[src/rtl/alpu_operand_sequencer_if.sv]
// Operand-set handoff between the operand sequencer and the ALPU stage.
//   a_o, b_o     captured operands (REG_WIDTH)
//   instr_o      captured opcode (INSTR_WIDTH)
//   cin_o        captured carry-in
//   valid_o      operand set complete and held
//   ready_i      ALPU stage accepts the operand set this cycle
//   state_o      sequencer state for LED display
// master: sequencer side (drives the operand set), slave: ALPU side (drives ready_i).
interface alpu_operand_sequencer_if #(
  parameter int REG_WIDTH   = 4,
  parameter int INSTR_WIDTH = 4
);
  logic [REG_WIDTH-1:0]   a_o;
  logic [REG_WIDTH-1:0]   b_o;
  logic [INSTR_WIDTH-1:0] instr_o;
  logic                   cin_o;
  logic                   valid_o;
  logic                   ready_i;
  logic [1:0]             state_o;

  modport master (
    output a_o, b_o, instr_o, cin_o, valid_o, state_o,
    input  ready_i
  );

  modport slave (
    input  a_o, b_o, instr_o, cin_o, valid_o, state_o,
    output ready_i
  );
endinterface

[src/rtl/alpu_operand_sequencer.sv]
// Operand-entry stage for the ALPU board harness.
// Synchronises and debounces the raw buttons, turns advance/clear presses into
// single-cycle pulses, and walks A -> B -> OP -> ISSUE capturing the switches
// once per press. The completed set is held with valid_o until the ALPU stage
// takes it with ready_i.
//   clk      system clock
//   reset_n  asynchronous active-low reset (deassertion expected synchronous to clk)
//   sw_i     raw switches: operand / opcode source
//   btn_i    raw buttons: [0] advance, [1] clear, [2] carry-in level, [3] unused
//   bus      operand set, valid/ready handshake and state display (master side)
module alpu_operand_sequencer #(
  parameter int REG_WIDTH       = 4,
  parameter int INSTR_WIDTH     = 4,
  parameter int DEBOUNCE_CYCLES = 1250000
) (
  input  logic                 clk,
  input  logic                 reset_n,
  input  logic [REG_WIDTH-1:0] sw_i,
  input  logic [3:0]           btn_i,
  alpu_operand_sequencer_if.master bus
);

  localparam int CNT_W = $clog2(DEBOUNCE_CYCLES + 1);
  // Counter value on the last differing cycle before the new level is accepted.
  localparam logic [CNT_W-1:0] CNT_LAST = CNT_W'(DEBOUNCE_CYCLES - 1);

  typedef enum logic [1:0] {
    S_A     = 2'b00,
    S_B     = 2'b01,
    S_OP    = 2'b10,
    S_ISSUE = 2'b11
  } state_t;

  // Two-flop synchronisers; btn_i[3] has no function and is not brought in.
  logic [REG_WIDTH-1:0] sw_meta, sw_sync;
  logic [2:0]           btn_meta, btn_sync;

  logic [2:0]           db_level;
  logic [CNT_W-1:0]     db_cnt [3];
  logic [1:0]           level_d;
  logic [1:0]           press;     // [0] advance pulse, [1] clear pulse

  state_t                 state_q, state_d;
  logic [REG_WIDTH-1:0]   a_q, a_d, b_q, b_d;
  logic [INSTR_WIDTH-1:0] instr_q, instr_d;
  logic                   cin_q, cin_d;
  logic                   valid_q, valid_d;

  // NOTE: every clocked process uses non-blocking assignments so all flops
  // update together from pre-edge values; the two sync stages depend on it.
  always_ff @(posedge clk or negedge reset_n) begin
    if (!reset_n) begin
      sw_meta  <= '0;
      sw_sync  <= '0;
      btn_meta <= '0;
      btn_sync <= '0;
    end else begin
      sw_meta  <= sw_i;
      sw_sync  <= sw_meta;
      btn_meta <= btn_i[2:0];
      btn_sync <= btn_meta;
    end
  end

  // A new level is accepted only after DEBOUNCE_CYCLES consecutive differing
  // cycles; any cycle that agrees restarts the count, so it never wraps.
  always_ff @(posedge clk or negedge reset_n) begin
    if (!reset_n) begin
      db_level <= '0;
      for (int i = 0; i < 3; i++) db_cnt[i] <= '0;
    end else begin
      for (int i = 0; i < 3; i++) begin
        if (btn_sync[i] == db_level[i]) begin
          db_cnt[i] <= '0;
        end else if (db_cnt[i] == CNT_LAST) begin
          db_level[i] <= btn_sync[i];
          db_cnt[i]   <= '0;
        end else begin
          db_cnt[i] <= db_cnt[i] + 1'b1;
        end
      end
    end
  end

  // Rising-edge pulses of the debounced advance/clear levels, one cycle wide.
  always_ff @(posedge clk or negedge reset_n) begin
    if (!reset_n) begin
      level_d <= '0;
      press   <= '0;
    end else begin
      level_d <= db_level[1:0];
      press   <= db_level[1:0] & ~level_d;
    end
  end

  always_ff @(posedge clk or negedge reset_n) begin
    if (!reset_n) begin
      state_q <= S_A;
      a_q     <= '0;
      b_q     <= '0;
      instr_q <= '0;
      cin_q   <= 1'b0;
      valid_q <= 1'b0;
    end else begin
      state_q <= state_d;
      a_q     <= a_d;
      b_q     <= b_d;
      instr_q <= instr_d;
      cin_q   <= cin_d;
      valid_q <= valid_d;
    end
  end

  // NOTE: every signal gets its hold value first so no path through the
  // case statement leaves one unassigned and infers a latch.
  always_comb begin
    state_d = state_q;
    a_d     = a_q;
    b_d     = b_q;
    instr_d = instr_q;
    cin_d   = cin_q;

    if (press[1]) begin
      // Clear outranks both advance and a same-cycle handshake.
      state_d = S_A;
      a_d     = '0;
      b_d     = '0;
      instr_d = '0;
      cin_d   = 1'b0;
    end else begin
      unique case (state_q)
        S_A: if (press[0]) begin
          a_d     = sw_sync;
          state_d = S_B;
        end
        S_B: if (press[0]) begin
          b_d     = sw_sync;
          state_d = S_OP;
        end
        S_OP: if (press[0]) begin
          instr_d = sw_sync[INSTR_WIDTH-1:0];
          cin_d   = db_level[2];
          state_d = S_ISSUE;
        end
        S_ISSUE: if (valid_q && bus.ready_i) begin
          state_d = S_A;
        end
        default: state_d = S_A;
      endcase
    end

    // Registered valid tracks the state being entered, so it is high exactly
    // while state_q is S_ISSUE.
    valid_d = (state_d == S_ISSUE);
  end

  assign bus.a_o     = a_q;
  assign bus.b_o     = b_q;
  assign bus.instr_o = instr_q;
  assign bus.cin_o   = cin_q;
  assign bus.valid_o = valid_q;
  assign bus.state_o = state_q;

endmodule

[src/flat_wrapper.sv]
// flat-port wrapper written by rule: the top's interface ports become plain ports
module alpu_operand_sequencer_flat 
#(
  parameter int REG_WIDTH       = 4,
  parameter int INSTR_WIDTH     = 4,
  parameter int DEBOUNCE_CYCLES = 1250000
)
  (clk, reset_n, sw_i, btn_i, bus_a_o, bus_b_o, bus_instr_o, bus_cin_o, bus_valid_o, bus_state_o, bus_ready_i);
  alpu_operand_sequencer_if #(.REG_WIDTH(REG_WIDTH), .INSTR_WIDTH(INSTR_WIDTH)) bus_i ();
  input  logic clk;
  input  logic reset_n;
  input  logic [REG_WIDTH-1:0] sw_i;
  input  logic [3:0] btn_i;
  output wire logic [$bits(bus_i.a_o)-1:0] bus_a_o;
  output wire logic [$bits(bus_i.b_o)-1:0] bus_b_o;
  output wire logic [$bits(bus_i.instr_o)-1:0] bus_instr_o;
  output wire logic [$bits(bus_i.cin_o)-1:0] bus_cin_o;
  output wire logic [$bits(bus_i.valid_o)-1:0] bus_valid_o;
  output wire logic [$bits(bus_i.state_o)-1:0] bus_state_o;
  input wire logic [$bits(bus_i.ready_i)-1:0] bus_ready_i;
  assign bus_a_o = bus_i.a_o;
  assign bus_b_o = bus_i.b_o;
  assign bus_instr_o = bus_i.instr_o;
  assign bus_cin_o = bus_i.cin_o;
  assign bus_valid_o = bus_i.valid_o;
  assign bus_state_o = bus_i.state_o;
  assign bus_i.ready_i = bus_ready_i;
  alpu_operand_sequencer #(.REG_WIDTH(REG_WIDTH), .INSTR_WIDTH(INSTR_WIDTH), .DEBOUNCE_CYCLES(DEBOUNCE_CYCLES)) u_core (.clk(clk), .reset_n(reset_n), .sw_i(sw_i), .btn_i(btn_i), .bus(bus_i));
endmodule
[config.mk]
export PLATFORM = sky130hd
export DESIGN_NAME = alpu_operand_sequencer_flat
export DESIGN_NICKNAME = d
export VERILOG_FILES = /design/src/rtl/alpu_operand_sequencer_if.sv /design/src/rtl/alpu_operand_sequencer.sv /design/src/flat_wrapper.sv
export SDC_FILE = /design/constraint.sdc
export NUM_CORES = 1
export LEC_CHECK = 0
export ABC_AREA = 0
export CORE_MARGIN = 1.5
export CORE_UTILIZATION = 30
export DETAILED_ROUTE_END_ITERATION = 16
export PLACE_DENSITY = 0.45
export REMOVE_ABC_BUFFERS = 1
export SETUP_SLACK_MARGIN = 0.3
export SLEW_MARGIN = 10
export SYNTH_ARGS = -nofsm -noshare
export SYNTH_HDL_FRONTEND = slang
export SYNTH_SLANG_ARGS = --single-unit
[constraint.sdc]
create_clock -name clk -period 2.1 [get_ports clk]
set_input_delay 0.21 -clock clk [delete_from_list [all_inputs] [get_ports clk]]
set_output_delay 0.21 -clock clk [all_outputs]
set_load 0.05 [all_outputs]
==> flow_metrics.env <==
# flow metrics
export IMPL_run_status="completed"
export IMPL_worst_slew_margin_pct=64.5
export IMPL_grt_max_degree=51
export IMPL_grt_ovfl_total=0
export IMPL_critPathMaxStageDelay_ns=0.59
export IMPL_vias=3365
export IMPL_worst_setup_path_startpoint="u_core.db_cnt[22]"
export IMPL_placed_cells=641
export IMPL_power_density_nw_per_um2=682
export IMPL_ys_async_sr_fraction_pct=100
export IMPL_crit_type="flop to flop"
export IMPL_synth_flops=100
export IMPL_num_multi_input_gates=310
export IMPL_critPathLaunchType="flop"
export IMPL_post_route_min_period_ns=1.80
export IMPL_die_height_um=126
export IMPL_warning_count=28
export IMPL_synth_chip_area_um2=4520
export IMPL_final_clk_cell_share_pct=4.77
export IMPL_whs_path_depth=1
export IMPL_critPathRequiredTime_ns=2.38
export IMPL_hpwl_um=6150
export IMPL_holdBufCountCts=1
export IMPL_worst_setup_path_endpoint="u_core.db_cnt[41]"
export IMPL_maxCapViolCount=0
## layer usage
layer / vias to the layer above / global-route usage [%] / wire length, um
met1: 1669 / 16.7 / 4460
met4: 0 / 4.14 / 124
met5: - / 0 / 0
met2: 44 / 20.3 / 4590
met3: 10 / 3.91 / 355
li1: 1642 / - / -
## logic make-up after synthesis
| logic type | Yosys count | synth area share (%) |
|---|---|---|
| DFF | 100 | 55.4 |
| muxes | 12 | 2.74 |
| and+or+nand+nor | 200 | 24.2 |
| buffers and inverters | 24 | 2.33 |
| adders and majority gates | 3 | 0.831 |
| AOI/OAI and AO/OA | 55 | 6.73 |
| xor gates and xnor gates | 40 | 7.76 |
## power by group
group / switching (W) / total (W) / internal (W)
Sequential: 0.0000458 / 0.00202 / 0.00197
Clock: 0.000685 / 0.00154 / 0.000859
Combinational: 0.000182 / 0.000305 / 0.000123
Total: 0.000913 / 0.00386 / 0.00295
## stage by stage
| step | total power [W] | cell area (um^2) | TNS [ns] | hold WS (ns) |
|---|---|---|---|---|
| floorplan | 0.00218 | 4440 | -33.37 | -0.0856 |
| global placement | 0.00231 | 5050 | 0 | 0.190 |
| detailed placement | 0.00232 | 5050 | 0 | 0.196 |
| CTS | 0.00388 | 5370 | 0 | 0.289 |
| global route | 0.00404 | 5670 | 0 | 0.283 |
| finish | 0.00386 | 5670 | 0 | 0.298 |
## layout by cell type (no fill, tap or decap), types with 3 or more instances in the layout
master                            instances
sky130_fd_sc_hd__clkbuf_16                9
sky130_fd_sc_hd__nor3b_1                  4
sky130_fd_sc_hd__mux2i_1                  9
sky130_fd_sc_hd__dfrtp_2                 11
sky130_fd_sc_hd__inv_1                    9
sky130_fd_sc_hd__clkdlybuf4s50_1         23
sky130_fd_sc_hd__a21oi_1                 22
sky130_fd_sc_hd__nor2_2                   4
sky130_fd_sc_hd__xnor2_1                 16
sky130_fd_sc_hd__or4_1                    6
sky130_fd_sc_hd__buf_6                    4
sky130_fd_sc_hd__xor2_1                  24
sky130_fd_sc_hd__nand3_1                 21
sky130_fd_sc_hd__buf_4                   23
sky130_fd_sc_hd__nor2_4                   3
sky130_fd_sc_hd__and3_1                   5
sky130_fd_sc_hd__o31ai_1                  5
sky130_fd_sc_hd__and2_1                   4
sky130_fd_sc_hd__nand2_1                 23
sky130_fd_sc_hd__a21oi_2                  5
sky130_fd_sc_hd__nor2_1                  50
sky130_fd_sc_hd__o21ai_0                 17
sky130_fd_sc_hd__nor4_1                   9
sky130_fd_sc_hd__nor4_2                   3
sky130_fd_sc_hd__nor3_1                   4
sky130_fd_sc_hd__nand4_1                 20
sky130_fd_sc_hd__or3_1                   10
sky130_fd_sc_hd__and4_1                   4
sky130_fd_sc_hd__dfrtp_1                 89
sky130_fd_sc_hd__nand4b_1                 3
sky130_fd_sc_hd__nor2b_1                  3
## flip-flops by register name, summed over array words and instances, names as in the netlist, 3 cells and up
register and cells:
u_core.db_cnt 63, u_core.btn_meta 3, u_core.bus.instr_o 4, u_core.bus.a_o 4, u_core.bus.b_o 4, u_core.db_level 3
u_core.btn_sync 3, u_core.sw_meta 4, u_core.sw_sync 4
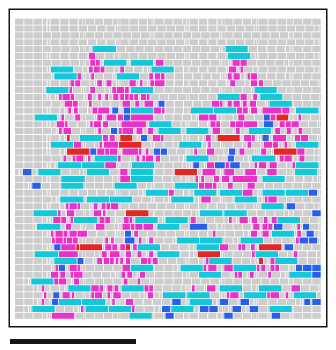
*Cells colored by class*
Bar = 50 um. Fill, decap, tap and diode cells in gray.
Key: blue = remaining buffers and delay cells [cells 53, share of their area 9.0%]; red = clock drivers and dummy loads [cells 15, share of their area 5.0%]; cyan = sequential cells [cells 100, share of their area 46%]; magenta = remaining logic cells [cells 319, share of their area 40%]

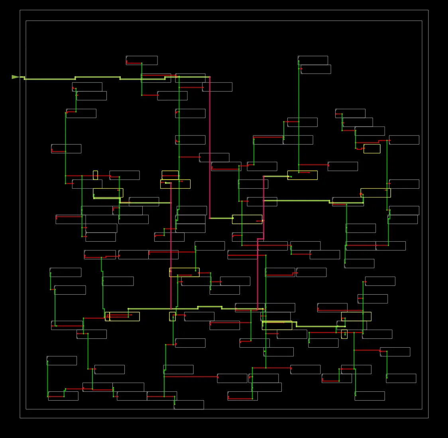
*Clock wiring as the flow saved it*
sequential cell count of the final layout: 100
number of buffers created by CTS: 9

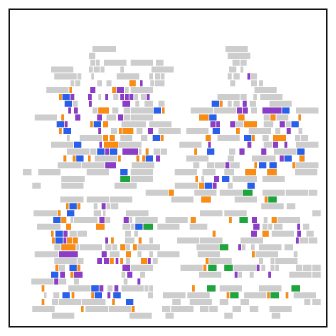
*Gate-type map*
Key: green = mux cells [cells 12]; purple = nand cells [cells 76]; blue = xor and xnor cells [cells 40]; orange = nor cells [cells 85]

Power is estimated from default activity; no workload was simulated.
